==> images/layer_met3.png <==
(3 px per µm)
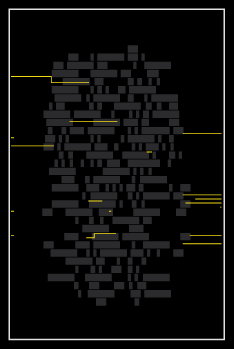
==> images/io_fan.png <==
(4 px per µm)
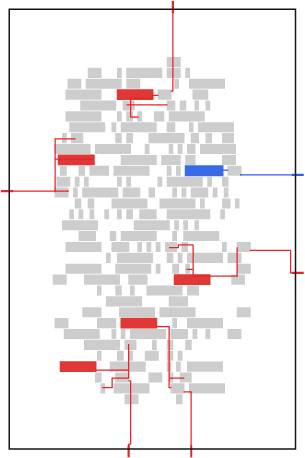
**config.mk**
```make
export PLATFORM = sky130hd
export DESIGN_NAME = button_conditioner
export DESIGN_NICKNAME = d
export VERILOG_FILES = /design/src/rtl/button_conditioner.sv
export SDC_FILE = /design/constraint.sdc
export NUM_CORES = 1
export LEC_CHECK = 0
export ABC_AREA = 1
export CELL_PAD_IN_SITES_DETAIL_PLACEMENT = 1
export CELL_PAD_IN_SITES_GLOBAL_PLACEMENT = 2
export CORE_ASPECT_RATIO = 1.75
export CORE_MARGIN = 10
export CORE_UTILIZATION = 38
export DETAILED_ROUTE_END_ITERATION = 6
export PLACE_DENSITY = 0.93
export SETUP_SLACK_MARGIN = 0.02
export SLEW_MARGIN = 15
export SYNTH_ARGS = -nofsm -noshare
export SYNTH_HDL_FRONTEND = slang
export SYNTH_SLANG_ARGS = --single-unit
```
**constraint.sdc**
```tcl
create_clock -name clk -period 4.05 [get_ports clk]
set_input_delay 0.81 -clock clk [delete_from_list [all_inputs] [get_ports clk]]
set_output_delay 0.81 -clock clk [all_outputs]
set_load 0.005 [all_outputs]
```
**src/rtl/button_conditioner.sv**
```systemverilog
// button_conditioner: N-channel pushbutton synchroniser/debouncer with edge pulses and a stretched CPU reset
// Ports:
//   clk         system clock
//   rst         asynchronous active-high reset
//   btn_raw     raw, unsynchronised button pins
//   btn_db      debounced button levels
//   btn_press   one-cycle pulse on a debounced 0->1 edge
//   btn_release one-cycle pulse on a debounced 1->0 edge
//   cpu_rst     registered, stretched CPU reset driven by channel RST_BTN
module button_conditioner #(
   parameter int N_BTN           = 5,
   parameter int DEBOUNCE_CYCLES = 4,
   parameter int RST_BTN         = 3,
   parameter int RST_STRETCH     = 16
) (
   input  logic             clk,
   input  logic             rst,
   input  logic [N_BTN-1:0] btn_raw,
   output logic [N_BTN-1:0] btn_db,
   output logic [N_BTN-1:0] btn_press,
   output logic [N_BTN-1:0] btn_release,
   output logic             cpu_rst
);
   localparam int CW = $clog2(DEBOUNCE_CYCLES + 1);
   localparam int SW = RST_STRETCH > 0 ? $clog2(RST_STRETCH + 1) : 1;
   // Terminal values sit one below the threshold: the toggle happens on the edge that would reach it.
   localparam logic [CW-1:0] D_LAST = CW'(DEBOUNCE_CYCLES - 1);
   localparam logic [SW-1:0] S_LAST = SW'(RST_STRETCH > 0 ? RST_STRETCH - 1 : 0);
   typedef enum logic [1:0] {HOLD, STRETCH, RUN} state_t;
   logic [N_BTN-1:0] s1, s2;
   logic [CW-1:0]    cnt [N_BTN];
   state_t           state, state_n;
   logic [SW-1:0]    scnt, scnt_n;
   logic             cpu_rst_n;
   always_ff @(posedge clk or posedge rst)
      if (rst) begin
         s1          <= '0;
         s2          <= '0;
         btn_db      <= '0;
         btn_press   <= '0;
         btn_release <= '0;
         for (int i = 0; i < N_BTN; i++) cnt[i] <= '0;
      end else begin
         s1 <= btn_raw;
         s2 <= s1;
         for (int i = 0; i < N_BTN; i++) begin
            btn_press[i]   <= 1'b0;
            btn_release[i] <= 1'b0;
            if (s2[i] == btn_db[i])
               cnt[i] <= '0;
            else if (cnt[i] == D_LAST) begin
               btn_db[i]      <= s2[i];
               btn_press[i]   <= s2[i];
               btn_release[i] <= ~s2[i];
               cnt[i]         <= '0;
            end else
               cnt[i] <= cnt[i] + 1'b1;
         end
      end
   always_ff @(posedge clk or posedge rst)
      if (rst) begin
         state   <= HOLD;
         scnt    <= '0;
         cpu_rst <= 1'b1;
      end else begin
         state   <= state_n;
         scnt    <= scnt_n;
         cpu_rst <= cpu_rst_n;
      end
   always_comb begin
      state_n = state;
      scnt_n  = scnt;
      unique case (state)
         HOLD:
            if (!btn_db[RST_BTN]) begin
               state_n = RST_STRETCH == 0 ? RUN : STRETCH;
               scnt_n  = '0;
            end
         STRETCH:
            if (btn_db[RST_BTN])
               state_n = HOLD;
            else if (scnt == S_LAST) begin
               state_n = RUN;
               scnt_n  = '0;
            end else
               scnt_n = scnt + 1'b1;
         RUN:
            if (btn_press[RST_BTN]) state_n = HOLD;
         default:
            state_n = HOLD;
      endcase
   end
   // Registered from the next state so cpu_rst changes on the same edge as the FSM, glitch-free.
   always_comb cpu_rst_n = state_n != RUN;
endmodule

```
==> job_summary.md <==
### Metrics collected by this job

| Metric | Value |
|---|---|
| Mean Syn Cell Area | 11.4 µm² |
| Yosys Instances | 153 |
| Final Worst Setup Slack | 1.94 ns |
| CP cell instances | clkdlybuf4s50_1 |
| Comb/total area | 0.211 |
| Setup CP Type | flip-flop to output pin |
| Worst-case clock buffer depth | 2 |
| Slowest stage delay, CP | 0.52 ns |
| CORE AREA | 4400 µm² |
| Unrepaired setup endpoints after global routing | false |
| Initial antenna violation count | 0 |
| Max_cap viols | 0 |
| First-pass GRT wire length | 5.93 mm |
| Hold buffer count at CTS | 0 |
| WP data required | 3.24 ns |
| Yosys cell types | 19 |
| Setup violators final | 0 |
| Hold Crit Depth | 0 |
| Worst Setup Start Kind | flip-flop |
| Die X | 71.2 µm |
| Inverters excl. clock | 23 |
| Syn_nets | 166 |
| Initial DRC count | 30 |
| Clock-cell share of area | 0.0565 |
| Critical path arrival | 1.30 ns |
| Fillers | 498 |
| Outcome | finished clean |
| Final Util | 0.488 |
| Xor+xnor area frac | 0.0302 |
| Vias in the first global route | 1306 |
| N_diodes | 0 |
| Power per cell area | 618 nW/µm² |
| Critical path endpoint category | output pin |
| Top Layout Cells | 47 x dfrtp_1, 28 x nand2_1, 22 x clkdlybuf4s50_1 |
| Yosys Chip Area | 1740 µm² |
| Num tapcells | 51 |
| Post-CTS Setup Bufs | 0 |
| Synth Cell Area | 1740 µm² |
| Die height | 110 µm |
| Non-clock buffer share | 0.103 |
| Largest net degree at the start of global routing | 49 |
| Latest clock arrival within the worst-skew pair | 0.29 ns |
| CTS clk-pin slew, worst paths | 0.09 ns |
| Multi-input gate count | 82 |
| HPWL after detailed placement | 2.52 mm |
| FP Rows | 32 |
| Layout cell share with drive strength beyond 1 | 0.0929 |
| Tot Pwr | 1330 µW |
| Routed wire per std cell | 14.0 µm |
| TritonCTS clock tree | yes |
| TritonRoute pass-1 iters | 4 |
| DRC viols | 0 |
| Flops | 48 |
| Leakage power | 0.00105 µW |
| Tool Warnings | 26 |
| Hold crit path type | flip-flop to flip-flop |
| Area grow syn2layout | 23.3% |
| Cells after synthesis | 153 |
| Final hold vios | 0 |
| Logic family by area | simple AND/OR/NAND/NOR gates |
About layer_met3.png:
The longest straight run is 15.6 µm. 14 nets have wire on it.
DRT Wirelength: 3.28 mm
GR met3 Demand/Resource: 0.0316
vias: 1119

About io_fan.png:
Blue stands for cpu_rst, bits 1, direction output, edge right, end cells 1, buffers 1, wire 14.2 µm. Red stands for btn_db, bits 5, direction output, edge 2 bottom, 1 right, 1 left, 1 top, end cells 5, buffers 5, wire 219 µm.
port buffer count: 22
Top Ports: 23

==> Yosys cell counts, drive strengths merged <==
master,count,area (µm²)
a21oi,1,5.00
xnor2,6,52.6
ha,6,75.1
nor3,15,75.1
nand4,1,6.26
dfrtp,47,1180
nand3,2,15.0
inv,23,86.3
o21ai,6,30.0
nand2,30,118
nor2,13,61.3
a21boi,1,7.51
nand3b,1,7.51
dfstp,1,26.3
==> routing by layer <==
metal,vias up,global-route usage,wire (µm)
li1,531,-,-
met1,565,0.0871,1160
met2,19,0.174,1910
met3,4,0.0316,145
met4,0,0.0500,69
met5,-,0,0
==> stage by stage <==
| step | instances | hold WS [ns] | instance area [µm²] |
|---|---|---|---|
| 6_report | 234 | 0.356 | 2150 |
| 5_1_grt | 234 | 0.375 | 2150 |
| 4_1_cts | 234 | 0.360 | 2150 |
| 3_5_place_dp | 226 | 0.339 | 2030 |
| 3_3_place_gp | 226 | 0.335 | 2030 |
| 2_1_floorplan | 153 | 0.331 | 1740 |
==> report_power, final <==
group / switching (µW) / internal, µW
Sequential: 74.3 / 572
Combinational: 177 / 147
Clock: 154 / 202
Total: 405 / 921
==> worst paths after layout <==
kind,start,slack [ns],end
setup / recovery,cpu_rst,1.94,cpu_rst
min in group asynchronous,rst,1.07,btn_release[1]
setup reg to reg,scnt[0],2.84,scnt[3]
hold reg to reg,s1[0],0.36,s2[0]
max in group asynchronous,rst,2.40,state[1]
hold / removal,s1[0],0.36,s2[0]
==> registers in the layout, indices dropped and copies added, names as in the netlist <==
signal / count
btn_press: 5
state: 2
cpu_rst: 1
s1: 5
scnt: 5
btn_db: 5
btn_release: 5
cnt: 15
s2: 5
Power is estimated from default activity; no workload was simulated.
